`src/rtl/dmem_arb_pkg.sv`:
```
// ----------------------------------------------------------------------------
// dmem_arb_pkg
// Shared definitions for the two-port data-memory arbiter:
//   - arb_state_t    : sequencer state encoding (IDLE / ACCESS / RESP)
//   - PORT_CPU/AUX   : port index constants
//   - DEFAULT_IDX_W  : default number of word-index bits the memory decodes
//   - port_onehot()  : maps a 1-bit port index to a 2-bit one-hot vector
// Configuration macro: DMEM_ARB_FIXED_PRIO_EN (consumed by dmem_rr_pick and
// dmem_arbiter, not by this package).
// ----------------------------------------------------------------------------
package dmem_arb_pkg;

    typedef enum logic [1:0] {
        ST_IDLE   = 2'd0,
        ST_ACCESS = 2'd1,
        ST_RESP   = 2'd2
    } arb_state_t;

    localparam int PORT_CPU      = 0;
    localparam int PORT_AUX      = 1;
    localparam int NUM_PORTS     = 2;
    localparam int DEFAULT_IDX_W = 5;

    function automatic logic [NUM_PORTS-1:0] port_onehot(input logic port);
        return port ? 2'b10 : 2'b01;
    endfunction

endpackage

```
`src/rtl/dmem_rr_pick.sv`:
```
// ----------------------------------------------------------------------------
// dmem_rr_pick
// Combinational two-way winner select.
// Ports:
//   req   in  2  per-port request
//   last  in  1  most recent winner (round-robin build only)
//   valid out 1  at least one port is requesting
//   grant out 1  index of the winning port (meaningful only with valid)
// Configuration macro: DMEM_ARB_FIXED_PRIO_EN
//   defined   -> port 0 wins every tie, no 'last' input
//   undefined -> on a tie the port that did not win last time wins
// ----------------------------------------------------------------------------
module dmem_rr_pick
    import dmem_arb_pkg::*;
(
    input  logic [NUM_PORTS-1:0] req,
`ifndef DMEM_ARB_FIXED_PRIO_EN
    input  logic                 last,
`endif
    output logic                 valid,
    output logic                 grant
);

    always_comb begin
        valid = |req;
        grant = 1'b0;
`ifdef DMEM_ARB_FIXED_PRIO_EN
        // Port 1 only wins when port 0 is silent.
        grant = req[PORT_AUX] & ~req[PORT_CPU];
`else
        if (req == 2'b11) begin
            grant = ~last;
        end else begin
            // Lone requester (or nobody): req[1] alone selects port 1.
            grant = req[PORT_AUX];
        end
`endif
    end

endmodule

```
`src/rtl/dmem_arbiter.sv`:
```
// ----------------------------------------------------------------------------
// dmem_arbiter
// Shares the data memory between the CPU port (0) and an auxiliary port (1).
// One transaction at a time: IDLE (accept + latch) -> ACCESS (one strobe) ->
// RESP (done pulse) -> IDLE, so strobes are single-cycle and never adjacent.
// Ports (port i uses bits [i*W +: W] of each packed bus):
//   clk, rst_n             clock, asynchronous active-low reset
//   req, we                per-port request / write enable
//   addr, wdata            per-port word address / store data
//   done, err, rdata       per-port completion pulse, error flag, load data
//   memAddress             registered memory address
//   memWriteData           registered memory store data
//   memWriteMem/ReadMem    single-cycle memory strobes
//   memReadData            memory read data (sampled at the end of ACCESS)
// Configuration macro: DMEM_ARB_FIXED_PRIO_EN (fixed priority, no 'last').
// ----------------------------------------------------------------------------
module dmem_arbiter
    import dmem_arb_pkg::*;
#(
    parameter int DATA_W = 64,
    parameter int ADDR_W = 64,
    parameter int IDX_W  = DEFAULT_IDX_W
) (
    input  logic                          clk,
    input  logic                          rst_n,
    input  logic [NUM_PORTS-1:0]          req,
    input  logic [NUM_PORTS-1:0]          we,
    input  logic [NUM_PORTS*ADDR_W-1:0]   addr,
    input  logic [NUM_PORTS*DATA_W-1:0]   wdata,
    output logic [NUM_PORTS-1:0]          done,
    output logic [NUM_PORTS-1:0]          err,
    output logic [NUM_PORTS*DATA_W-1:0]   rdata,
    output logic [ADDR_W-1:0]             memAddress,
    output logic [DATA_W-1:0]             memWriteData,
    output logic                          memWriteMem,
    output logic                          memReadMem,
    input  logic [DATA_W-1:0]             memReadData
);

    arb_state_t state_reg, state_next;

    logic              accept;      // IDLE with a winner: latch request
    logic              finish;      // last cycle of ACCESS: respond next

    logic              owner_reg;
    logic              we_reg;
    logic              oor_reg;     // latched address was out of range
    logic [ADDR_W-1:0] mem_addr_reg;
    logic [DATA_W-1:0] mem_wdata_reg;
    logic              mem_rd_reg;
    logic              mem_wr_reg;
    logic [NUM_PORTS-1:0] done_reg;
    logic [NUM_PORTS-1:0] err_reg;

    logic [ADDR_W-1:0] addr_arr  [NUM_PORTS];
    logic [DATA_W-1:0] wdata_arr [NUM_PORTS];
    logic [DATA_W-1:0] rdata_reg [NUM_PORTS];

    logic              pick_valid;
    logic              pick_grant;
    logic [ADDR_W-1:0] sel_addr;
    logic              sel_oor;
    logic              sel_we;

    // ------------------------------------------------------------------
    // Per-port bus unpacking and load-data registers
    // ------------------------------------------------------------------
    genvar gi;
    generate
        for (gi = 0; gi < NUM_PORTS; gi++) begin : g_port
            assign addr_arr[gi]                  = addr[gi*ADDR_W +: ADDR_W];
            assign wdata_arr[gi]                 = wdata[gi*DATA_W +: DATA_W];
            assign rdata[gi*DATA_W +: DATA_W]    = rdata_reg[gi];

            // Loads capture memory data at the edge that ends ACCESS;
            // an out-of-range access clears the port's data; stores keep it.
            always_ff @(posedge clk or negedge rst_n) begin
                if (!rst_n) begin
                    rdata_reg[gi] <= '0;
                end else if (finish && (owner_reg == 1'(gi))) begin
                    if (oor_reg) begin
                        rdata_reg[gi] <= '0;
                    end else if (!we_reg) begin
                        rdata_reg[gi] <= memReadData;
                    end
                end
            end
        end
    endgenerate

    // ------------------------------------------------------------------
    // Winner select
    // ------------------------------------------------------------------
`ifdef DMEM_ARB_FIXED_PRIO_EN
    dmem_rr_pick u_pick (
        .req   (req),
        .valid (pick_valid),
        .grant (pick_grant)
    );
`else
    logic last_reg;

    dmem_rr_pick u_pick (
        .req   (req),
        .last  (last_reg),
        .valid (pick_valid),
        .grant (pick_grant)
    );

    // Reset to port 1 so that port 0 wins the first tie.
    always_ff @(posedge clk or negedge rst_n) begin
        if (!rst_n) begin
            last_reg <= 1'b1;
        end else if (accept) begin
            last_reg <= pick_grant;
        end
    end
`endif

    assign sel_addr = addr_arr[pick_grant];
    assign sel_we   = we[pick_grant];
    // Only the low IDX_W bits address a real word; anything above is an error.
    assign sel_oor  = |sel_addr[ADDR_W-1:IDX_W];

    // ------------------------------------------------------------------
    // Sequencer FSM
    // ------------------------------------------------------------------
    always_ff @(posedge clk or negedge rst_n) begin
        if (!rst_n) begin
            state_reg <= ST_IDLE;
        end else begin
            state_reg <= state_next;
        end
    end

    always_comb begin
        state_next = state_reg;
        accept     = 1'b0;
        finish     = 1'b0;
        case (state_reg)
            ST_IDLE: begin
                if (pick_valid) begin
                    accept     = 1'b1;
                    state_next = ST_ACCESS;
                end
            end
            ST_ACCESS: begin
                finish     = 1'b1;
                state_next = ST_RESP;
            end
            ST_RESP: begin
                state_next = ST_IDLE;
            end
            default: begin
                state_next = ST_IDLE;
            end
        endcase
    end

    // ------------------------------------------------------------------
    // Request latch, memory interface and response registers
    // ------------------------------------------------------------------
    // Strobes are registered on acceptance so they are high exactly during
    // ACCESS and come straight from flops (glitch-free for a level-sensitive
    // memory). Address/data are only reloaded on acceptance, so they hold
    // through ACCESS and RESP.
    always_ff @(posedge clk or negedge rst_n) begin
        if (!rst_n) begin
            owner_reg     <= 1'b0;
            we_reg        <= 1'b0;
            oor_reg       <= 1'b0;
            mem_addr_reg  <= '0;
            mem_wdata_reg <= '0;
            mem_rd_reg    <= 1'b0;
            mem_wr_reg    <= 1'b0;
            done_reg      <= '0;
            err_reg       <= '0;
        end else begin
            mem_rd_reg <= 1'b0;
            mem_wr_reg <= 1'b0;
            if (accept) begin
                owner_reg     <= pick_grant;
                we_reg        <= sel_we;
                oor_reg       <= sel_oor;
                mem_addr_reg  <= sel_addr;
                mem_wdata_reg <= wdata_arr[pick_grant];
                mem_rd_reg    <= ~sel_we & ~sel_oor;
                mem_wr_reg    <=  sel_we & ~sel_oor;
            end
            done_reg <= finish            ? port_onehot(owner_reg) : '0;
            err_reg  <= (finish && oor_reg) ? port_onehot(owner_reg) : '0;
        end
    end

    assign memAddress   = mem_addr_reg;
    assign memWriteData = mem_wdata_reg;
    assign memReadMem   = mem_rd_reg;
    assign memWriteMem  = mem_wr_reg;
    assign done         = done_reg;
    assign err          = err_reg;

endmodule
```
`config.mk`:
```
export PLATFORM = sky130hd
export DESIGN_NAME = dmem_arbiter
export DESIGN_NICKNAME = d
export VERILOG_FILES = /design/src/rtl/dmem_arb_pkg.sv /design/src/rtl/dmem_rr_pick.sv /design/src/rtl/dmem_arbiter.sv
export SDC_FILE = /design/constraint.sdc
export NUM_CORES = 1
export LEC_CHECK = 0
export ABC_AREA = 1
export ABC_CLOCK_PERIOD_IN_PS = 2300
export CAP_MARGIN = 20
export CORE_AREA = 3 3 227 229
export CTS_CLUSTER_DIAMETER = 60
export DETAILED_ROUTE_END_ITERATION = 12
export DIE_AREA = 0 0 230 232
export SYNTH_ARGS = -nofsm -noshare
export SYNTH_HDL_FRONTEND = slang
export SYNTH_SLANG_ARGS = --single-unit
```
`constraint.sdc`:
```
create_clock -name clk -period 2.3 [get_ports clk]
set_clock_uncertainty 0.15 [all_clocks]
set_input_delay 0.69 -clock clk [delete_from_list [all_inputs] [get_ports clk]]
set_output_delay 0.69 -clock clk [all_outputs]
set_load 0.02 [all_outputs]
```
==> Changelog: implementation <==
## Implementation

* Hold buffer count at cts at 1
* Hold Fails Final Rpt at 0
* Critical Path Sink Type: flip-flop
* Setup bufs post-CTS at 0
* Tally of OpenROAD warnings at 26
* Clk_lat worst skew at 0.52 ns
* CTS tree: yes
* Synth Net Count at 1736
* Cell type with the largest total area: dfrtp_1
* Yosys Chip Area at 12500 sq um
* CP Max Fanout at 10
* WL met1 at 19800 microns
* Area growth from synthesis to layout at 65.0%
* P_leak at 10.8 nW
* Register area at 6710 sq um
* CLK BUF at 49
* Vias per cell at 4.36
* Chip width at 230 microns
* Layout cells sized above 1 at 12.9%
* First-pass GRT wire length at 72700 microns
* Worst path arrival time at 2.39 ns
* Max Cap Viol at 0
* Distinct cell type count after synthesis at 26
* TritonCTS Sinks at 268
* Sequential share of cell area at 32.5%
* Top-area cell share at 53.3%
* Fin Hold WS at 0.307 ns
* Placer Congestion at 0.922
* Non-Clock Buffer Count at 662
* Peak VDD IR at 0.613 mV
* Max Clk Rate at 466 MHz
* Commonest cells in the netlist: 317 x nand2_1, 267 x dfrtp_1, 206 x o21ai_0
* Tap Count at 672
* Vias in the first global route at 12358
* Main flop type after synthesis: dfrtp_1
* Worst-path clk slew at 0.05 ns
* DR top layer: met5
* Top cells by area, synth: dfrtp_1 53%, mux2_2 9.6%, nand2_1 9.5%
* Largest class: registers
* Largest net degree at the start of global routing at 69
* Non-clock buffer share at 31.3%
* Post-synth EDFFs at 0
* GRT overflow at 0
* Die area at 53400 sq um
* Cell Area, Synth at 12500 sq um
* Root Driver: clkbuf_16
* Status: complete, no violations
* Antenna diodes at 3
* Met3 Routed Length at 4140 microns
* Tmin final at 2.15 ns
* Startpoint types: flip-flop
* Clock Network Area Fraction at 5.70%
* Post-synthesis instance total at 1410
* Ys cells at 1410
* Combinational fraction of the cell area at 23.6%
* Dominant logic cell type in the layout: clkdlybuf4s50_1
* # placed instances at 2653
* Slew headroom at 62.6%
* Flops out of synthesis at 268
* Initial drt markers at 543
* Synthesis Warnings at 0
* Fp_density at 25.1%
* #MultiIn Comb at 905
* Most common logic cells in the final layout: 322 x clkdlybuf4s50_1, 316 x nand2_1, 266 x dfrtp_1
* # IOs at 588
* Setup WS pre-CTS at -0.637 ns
* TritonCTS buffer count at 36
* Register share after synthesis at 53.5%
* DIE HEIGHT at 232 microns
* Cell resize tally after clock tree synthesis at 264
* Core Area at 49900 sq um
* Crit path kind: flip-flop to flip-flop
[worst max-delay path, stage by stage (launching register included)]
cell and delay (ns):
dfstp_2 0.58, nand2_8 0.10, nand2_8 0.14, buf_4 0.13, buf_4 0.16, nand2_1 0.06, nand2_1 0.11, nand2_1 0.09
nor2_2 0.12, nand2_1 0.07, nor2_1 0.09, nand2_1 0.07, nor2_2 0.11, nor2_1 0.04
[final timing paths]
| check | startpoint | to | slack (ns) | cells after the start |
|---|---|---|---|---|
| hold / removal | state_reg[1]$_DFFE_PN0P_ | state_reg[1]$_DFFE_PN0P_ | 0.31 | 1 |
| setup / recovery | last_reg$_DFFE_PN1P_ | oor_reg$_DFFE_PN0P_ | 0.15 | 13 |
| setup reg to reg | last_reg$_DFFE_PN1P_ | oor_reg$_DFFE_PN0P_ | 0.15 | 13 |
| min in group asynchronous | rst_n | rdata[93]$_DFFE_PN0P_ | 0.51 | 2 |
| max in group asynchronous | rst_n | rdata[116]$_DFFE_PN0P_ | 0.79 | 3 |
| hold reg to reg | state_reg[1]$_DFFE_PN0P_ | state_reg[1]$_DFFE_PN0P_ | 0.31 | 1 |
[kinds of logic after synthesis]
kind of cell	after synthesis	share of synthesized area, %
DFF	268	53.5
muxes	128	11.5
and+or+nand+nor	568	18.5
buffers and inverters	237	7.89
AOI/OAI and AO/OA	209	8.56
[per-stage QoR]
step,cell area (sq um),total power [mW],setup TNS [ns]
6_report,20700,20.4,0
5_1_grt,20700,21.7,-0.00369
4_1_cts,20500,20.6,0
3_5_place_dp,19600,15.8,-25.77
3_3_place_gp,19600,15.7,-24.16
2_1_floorplan,12500,10.9,0
[report_power, final]
group          leakage, nW  switching [mW]  internal (mW)
clock                0.580            2.13           3.40
sequential            3.49           0.697           5.96
combinational         6.69            4.92           3.27
total                 10.8            7.75           12.6
Fig. 1: metal layers overlaid
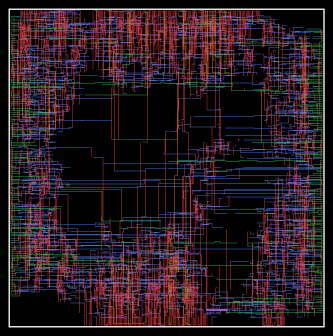
metal 2: shown in red, wire length 22.5 mm. metal 3: shown in green, wire length 4140 microns. metal 5: shown in purple, wire length 13.8 microns. metal 4: shown in orange, wire length 1700 microns. metal 1: shown in blue, wire length 19800 microns.
Total Routing Usage GR: 17.4%
total wire length: 48200 microns
post-DR wirelength/cell: 17.7 microns
Via Count: 11895

Fig. 2: congestion heat map
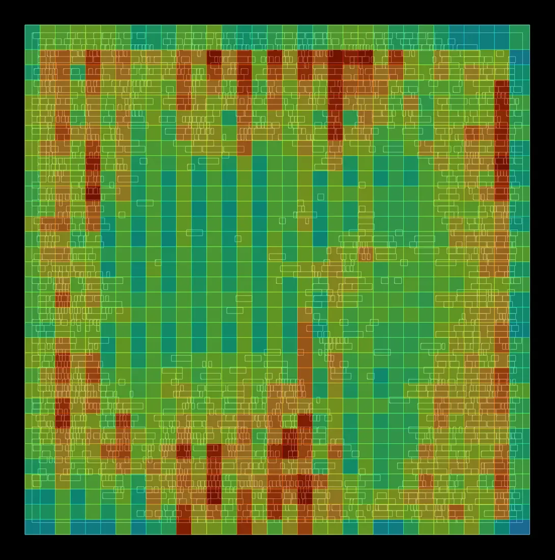
busiest layer in global routing: met2
met1 GRT Util: 21.4%
final core utilization: 41.5%
met3 Usage GRT: 5.66%
met2 Use GR: 28.6%

Power is estimated from default activity; no workload was simulated.
